==> config.mk <==
export PLATFORM = sky130hd
export DESIGN_NAME = ujtag_dbg_dr
export DESIGN_NICKNAME = d
export VERILOG_FILES = /design/src/rtl/ujtag_dbg_dr.sv
export SDC_FILE = /design/constraint.sdc
export NUM_CORES = 1
export LEC_CHECK = 0
export CORE_MARGIN = 10
export CORE_UTILIZATION = 58
export DETAILED_ROUTE_END_ITERATION = 10
export HOLD_SLACK_MARGIN = 0.15
export PLACE_DENSITY = 0.85
export SLEW_MARGIN = 0
export SYNTH_ARGS = -nofsm -noshare
export SYNTH_HDL_FRONTEND = slang
export SYNTH_SLANG_ARGS = --single-unit
==> constraint.sdc <==
create_clock -name UDRCK -period 4.75 [get_ports UDRCK]
set_input_delay 1.1875 -clock UDRCK [delete_from_list [all_inputs] [get_ports UDRCK]]
set_output_delay 1.1875 -clock UDRCK [all_outputs]
set_load 0.02 [all_outputs]
==> src/rtl/ujtag_dbg_dr.sv <==
// JTAG user-DR bridge to the 8051 debug bus. Accesses start the UDRCK cycle after a DR update.
// There is no bus backpressure: an access waits in WR/RD for dbg_ack, and a start while busy is dropped and sets ovr.
module ujtag_dbg_dr #(
  parameter logic [31:0] USER_ID = 32'h8051_0001
) (
  input  logic        UDRCK,
  input  logic        URSTB,
  input  logic        UTDI,
  output logic        UTDO,
  input  logic        UDRCAP,
  input  logic        UDRSH,
  input  logic        UDRUPD,
  input  logic [7:0]  UIREG,
  output logic [15:0] dbg_addr,
  output logic [7:0]  dbg_wdata,
  output logic        dbg_req,
  output logic        dbg_we,
  input  logic        dbg_ack,
  input  logic [7:0]  dbg_rdata,
  output logic        cpu_halt,
  output logic        cpu_rst
);

  localparam logic [7:0] IR_USERID = 8'h10;
  localparam logic [7:0] IR_ADDR   = 8'h11;
  localparam logic [7:0] IR_WDATA  = 8'h12;
  localparam logic [7:0] IR_RDATA  = 8'h13;
  localparam logic [7:0] IR_CTRL   = 8'h14;

  localparam logic [1:0] ST_IDLE = 2'd0;
  localparam logic [1:0] ST_WR   = 2'd1;
  localparam logic [1:0] ST_RD   = 2'd2;

  logic [31:0] sr;
  logic [31:0] sr_shift;
  logic [31:0] cap_val;
  logic [15:0] addr_q;
  logic [7:0]  wdata_q;
  logic [7:0]  rdbuf;
  logic [1:0]  state;
  logic        autoinc;
  logic        ovr;
  logic        busy;
  logic        cap;
  logic        shf;
  logic        upd;
  logic        start_wr;
  logic        start_rd;
  logic        overrun;
  logic        done;

  assign cap  = UDRCAP & ~UDRSH;
  assign shf  = UDRCAP & UDRSH;
  assign upd  = UDRUPD;
  assign busy = (state != ST_IDLE);
  assign done = busy & dbg_ack;

  assign start_wr = upd && (UIREG == IR_WDATA) && !busy;
  assign start_rd = upd && (UIREG == IR_RDATA) && !busy;
  assign overrun  = upd && ((UIREG == IR_WDATA) || (UIREG == IR_RDATA)) && busy;

  assign UTDO      = sr[0];
  assign dbg_addr  = addr_q;
  assign dbg_wdata = wdata_q;
  // Derived from state so an async reset drops the request at once.
  assign dbg_req   = busy;
  assign dbg_we    = (state == ST_WR);

  always_comb begin
    sr_shift = {1'b0, sr[31:1]};
    cap_val  = 32'd0;
    case (UIREG)
      IR_USERID: begin
        sr_shift[31] = UTDI;
        cap_val      = USER_ID;
      end
      IR_ADDR: begin
        sr_shift[15]  = UTDI;
        cap_val[15:0] = addr_q;
      end
      IR_WDATA: begin
        sr_shift[7]  = UTDI;
        cap_val[7:0] = wdata_q;
      end
      IR_RDATA: begin
        sr_shift[8]  = UTDI;
        cap_val[8:0] = {busy, rdbuf};
      end
      IR_CTRL: begin
        sr_shift[7]  = UTDI;
        cap_val[7:0] = {4'b0000, ovr, autoinc, cpu_rst, cpu_halt};
      end
      default: sr_shift[0] = UTDI;
    endcase
  end

  always_ff @(posedge UDRCK or negedge URSTB) begin
    if (!URSTB) begin
      sr       <= 32'd0;
      addr_q   <= 16'd0;
      wdata_q  <= 8'd0;
      rdbuf    <= 8'd0;
      state    <= ST_IDLE;
      autoinc  <= 1'b0;
      ovr      <= 1'b0;
      cpu_halt <= 1'b0;
      cpu_rst  <= 1'b0;
    end else begin
      if (cap) begin
        sr <= cap_val;
      end else if (shf) begin
        sr <= sr_shift;
      end

      // A JTAG address write wins over the post-ack increment.
      if (upd && (UIREG == IR_ADDR)) begin
        addr_q <= sr[15:0];
      end else if (done && autoinc) begin
        addr_q <= addr_q + 16'd1;
      end

      if (start_wr) begin
        wdata_q <= sr[7:0];
      end

      if (done && (state == ST_RD)) begin
        rdbuf <= dbg_rdata;
      end

      if (start_wr) begin
        state <= ST_WR;
      end else if (start_rd) begin
        state <= ST_RD;
      end else if (done) begin
        state <= ST_IDLE;
      end

      if (overrun) begin
        ovr <= 1'b1;
      end else if (upd && (UIREG == IR_CTRL) && sr[3]) begin
        ovr <= 1'b0;
      end

      if (upd && (UIREG == IR_CTRL)) begin
        cpu_halt <= sr[0];
        cpu_rst  <= sr[1];
        autoinc  <= sr[2];
      end
    end
  end

endmodule
==> results.yml <==
# yosys + openroad results
worst_setup_path:
  worstSetupEndpoint: "dbg_addr[5]"
  cp.arrival_ns: 3.36
  critPathSlowestCell: "nand2_1"
  path_cells: "clkdlybuf4s50_1 > buf_4 > nor2b_1 > and3_1 > nand2_1 > nor2_1 > a21oi_1"
  cp_num_cells: 7
  crit_fanout: 32
  cp-startpoint: "UIREG[0]"
  cp_num_buf_inv: 2
  slowest_delay_ns: 0.54
  reg2reg_to: "dbg_addr[14]"
  ff2ff_path_depth: 6
  reg2reg_from: "dbg_addr[0]"
  endpoint_kind: "flop"
  crit_required_ns: 4.93
final_layout:
  final_util_pct: 71.4
  final_layout_size_suffix_gt1_share_pct: 10.1
  diodes: 0
  nNetsFinal: 433
logic_synthesis:
  synth_nets: 389
  largest_area_cell: "dfrtp_1"
  synth.avg_cell_area_um2: 9.62
  syn_inst: 365
  yosys.area.top_type_share_pct: 49.9
  area_leaders: "dfrtp_1 50%, a21oi_1 5.6%, nor2_1 4.9%"
  ys_seq_share_pct: 49.9
  synth_top_cell_by_count: "dfrtp_1"
  edf_count: 0
  ff_type: "dfrtp_1"
  yosys_warnings: 0
  synth_stat.cells: 365
  ys_types: 44
  yosys.stat.chipArea_um2: 3510
  synthTopCellsByCount: "70 x dfrtp_1, 46 x nor2_1, 39 x a21oi_1, 25 x nand2_1, 24 x inv_1"
  syn-cell-area_um2: 3510
timing:
  maxClockFrequency_ghz: 0.314
  setup_violations: 0
  hold_viol_final: 0
  post-route-period-util_pct: 67.0
  rsz0062_at_grt: "no"
  max_slew_margin_pct: 35.0
  setup_tns_ns: 0
  drv_slew: 0
status:
  outcome: "finished, final reports clean"
power_and_ir_drop:
  powerDensity_nw_per_um2: 301
  power_leakage_nw: 1.79
  vdd_ir_drop_max_v: 0.000228
clock_network:
  cts_tree: "done"
  clk_pin_slew_ns: 0.07
  cts_setup_buffers: 0
  cts.hold.buffers_added: 0
  cts_sinks: 70
  clock_path_buffers: 2
  clk_latency_ns: 0.33
global_route:
  grt.total_usage_pct: 17.7
  grt_overflow: 0
  grt_pass1_wl_um: 14100
  antenna_found_initial: 0
  grt_max_degree: 66
floorplan:
  die_width_um: 97.8
  chip_area_um2: 9560
  core_region_area_um2: 5890
  dieHeight_um: 97.8
  initial_core_util_pct: 59.7
detailed_routing:
  wl_per_cell_um: 16.8
  antenna_left: 0
  drtPass1Iterations: 4
  route.detailed.drc: 0
  wl_met2_um: 3890
job:
  openroad.warnings: 26
place:
  gp_congestion: 0.891
hold_path:
  hold_class: "flop to flop"
-- layer usage --
metal / vias to the layer above / track usage, %
li1: 1354 / -
met1: 1357 / 23.6
met2: 79 / 27.1
met3: 10 / 4.30
met4: 0 / 6.60
met5: - / 0
-- sequential cells by signal, indices dropped and copies added, names as in the netlist, 2 cells and up --
register and flops:
dbg_addr 16, sr 32, state 2, dbg_wdata 8, rdbuf 8
-- how the worst min path moves through the flow --
stage	slack [ns]	endpoint	start	depth (start not counted)
after detailed placement	0.48	ovr	ovr	1
after floorplan	0.46	ovr	ovr	1
after global placement	0.47	ovr	ovr	1
after global routing	0.52	rdbuf[6]	rdbuf[6]	1
after CTS	0.49	ovr	ovr	1
final	0.50	ovr	ovr	1
-- where the power goes --
group | internal, mW | leakage (nW) | switching [mW]
Sequential | 0.637 | 0.923 | 0.0433
Combinational | 0.0864 | 0.784 | 0.0944
Clock | 0.204 | 0.0817 | 0.197
-- through the flow --
stage                     hold WS (ns)  cell area, um2  power, mW  setup slack, ns
after global placement           0.472            4040      0.865             1.36
final                            0.502            4200       1.26             1.57
after CTS                        0.494            4200       1.27             1.58
after detailed placement         0.480            4040      0.872             1.23
after floorplan                  0.457            3510      0.778             2.14
after global routing             0.522            4200       1.33             1.27
-- cell families after synthesis --
logic type	synth area share (%)
XOR/XNOR	3.99
AND-OR/OR-AND	14.2
multiplexers	8.87
buffers and inverters	5.27
adder cells (fa/ha/maj)	0.356
AND/OR/NAND/NOR	17.4
flip-flops	49.9
-- placed cells by master, fill, tap and decap left out, drive strengths merged, types with 11 or more instances in the layout --
| master | Yosys | routed |
|---|---|---|
| nand2 | 25 | 25 |
| dfrtp | 70 | 70 |
| o21ai | 20 | 20 |
| clkbuf | 13 | 15 |
| mux2 | 25 | 25 |
| nand3 | 20 | 20 |
| inv | 24 | 24 |
| xnor2 | 11 | 11 |
| clkdlybuf4s50 | 0 | 49 |
| a22oi | 13 | 13 |
| a21oi | 39 | 39 |
| nor2 | 46 | 46 |
-- area by class of cell --
class,count,area (um2)
flip-flops and latches,70,1750
fillers,452,1680
multi-input cells,249,1570
repair buffers,55,531
clock buffers,15,156
well taps,75,93.8
inverters,24,90.1
clock inverters,1,5.00
Fig. 1: met1 routing
Scale bar: 20 um. Supply wires on this layer in grey.
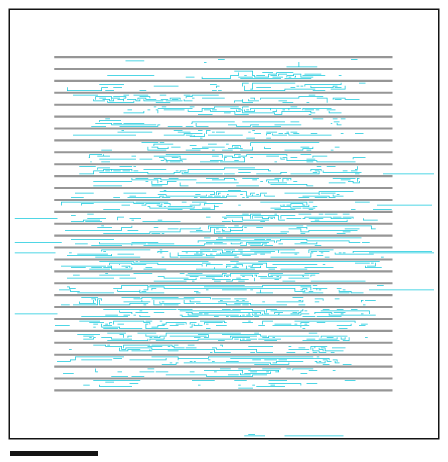
The layer carries 3,640 um of wire. 394 nets have wire on it. The longest straight run is 30.8 um. The layer holds 44% of the routed length.

Fig. 2: the metal 2 layer
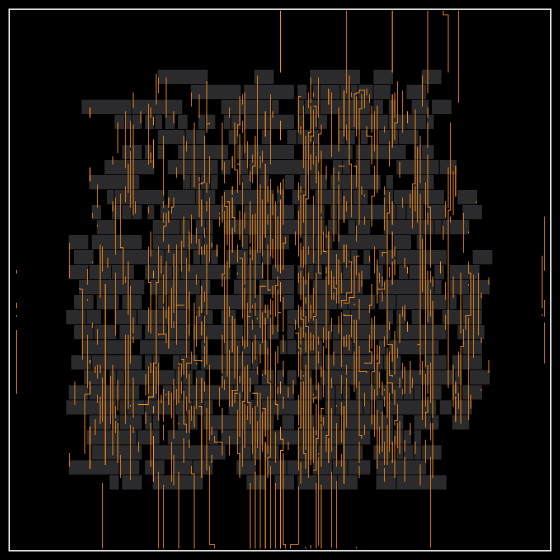
The wires run mostly vertical. The layer holds 47% of the routed length. 368 nets have wire on it.

Power is estimated from default activity; no workload was simulated.
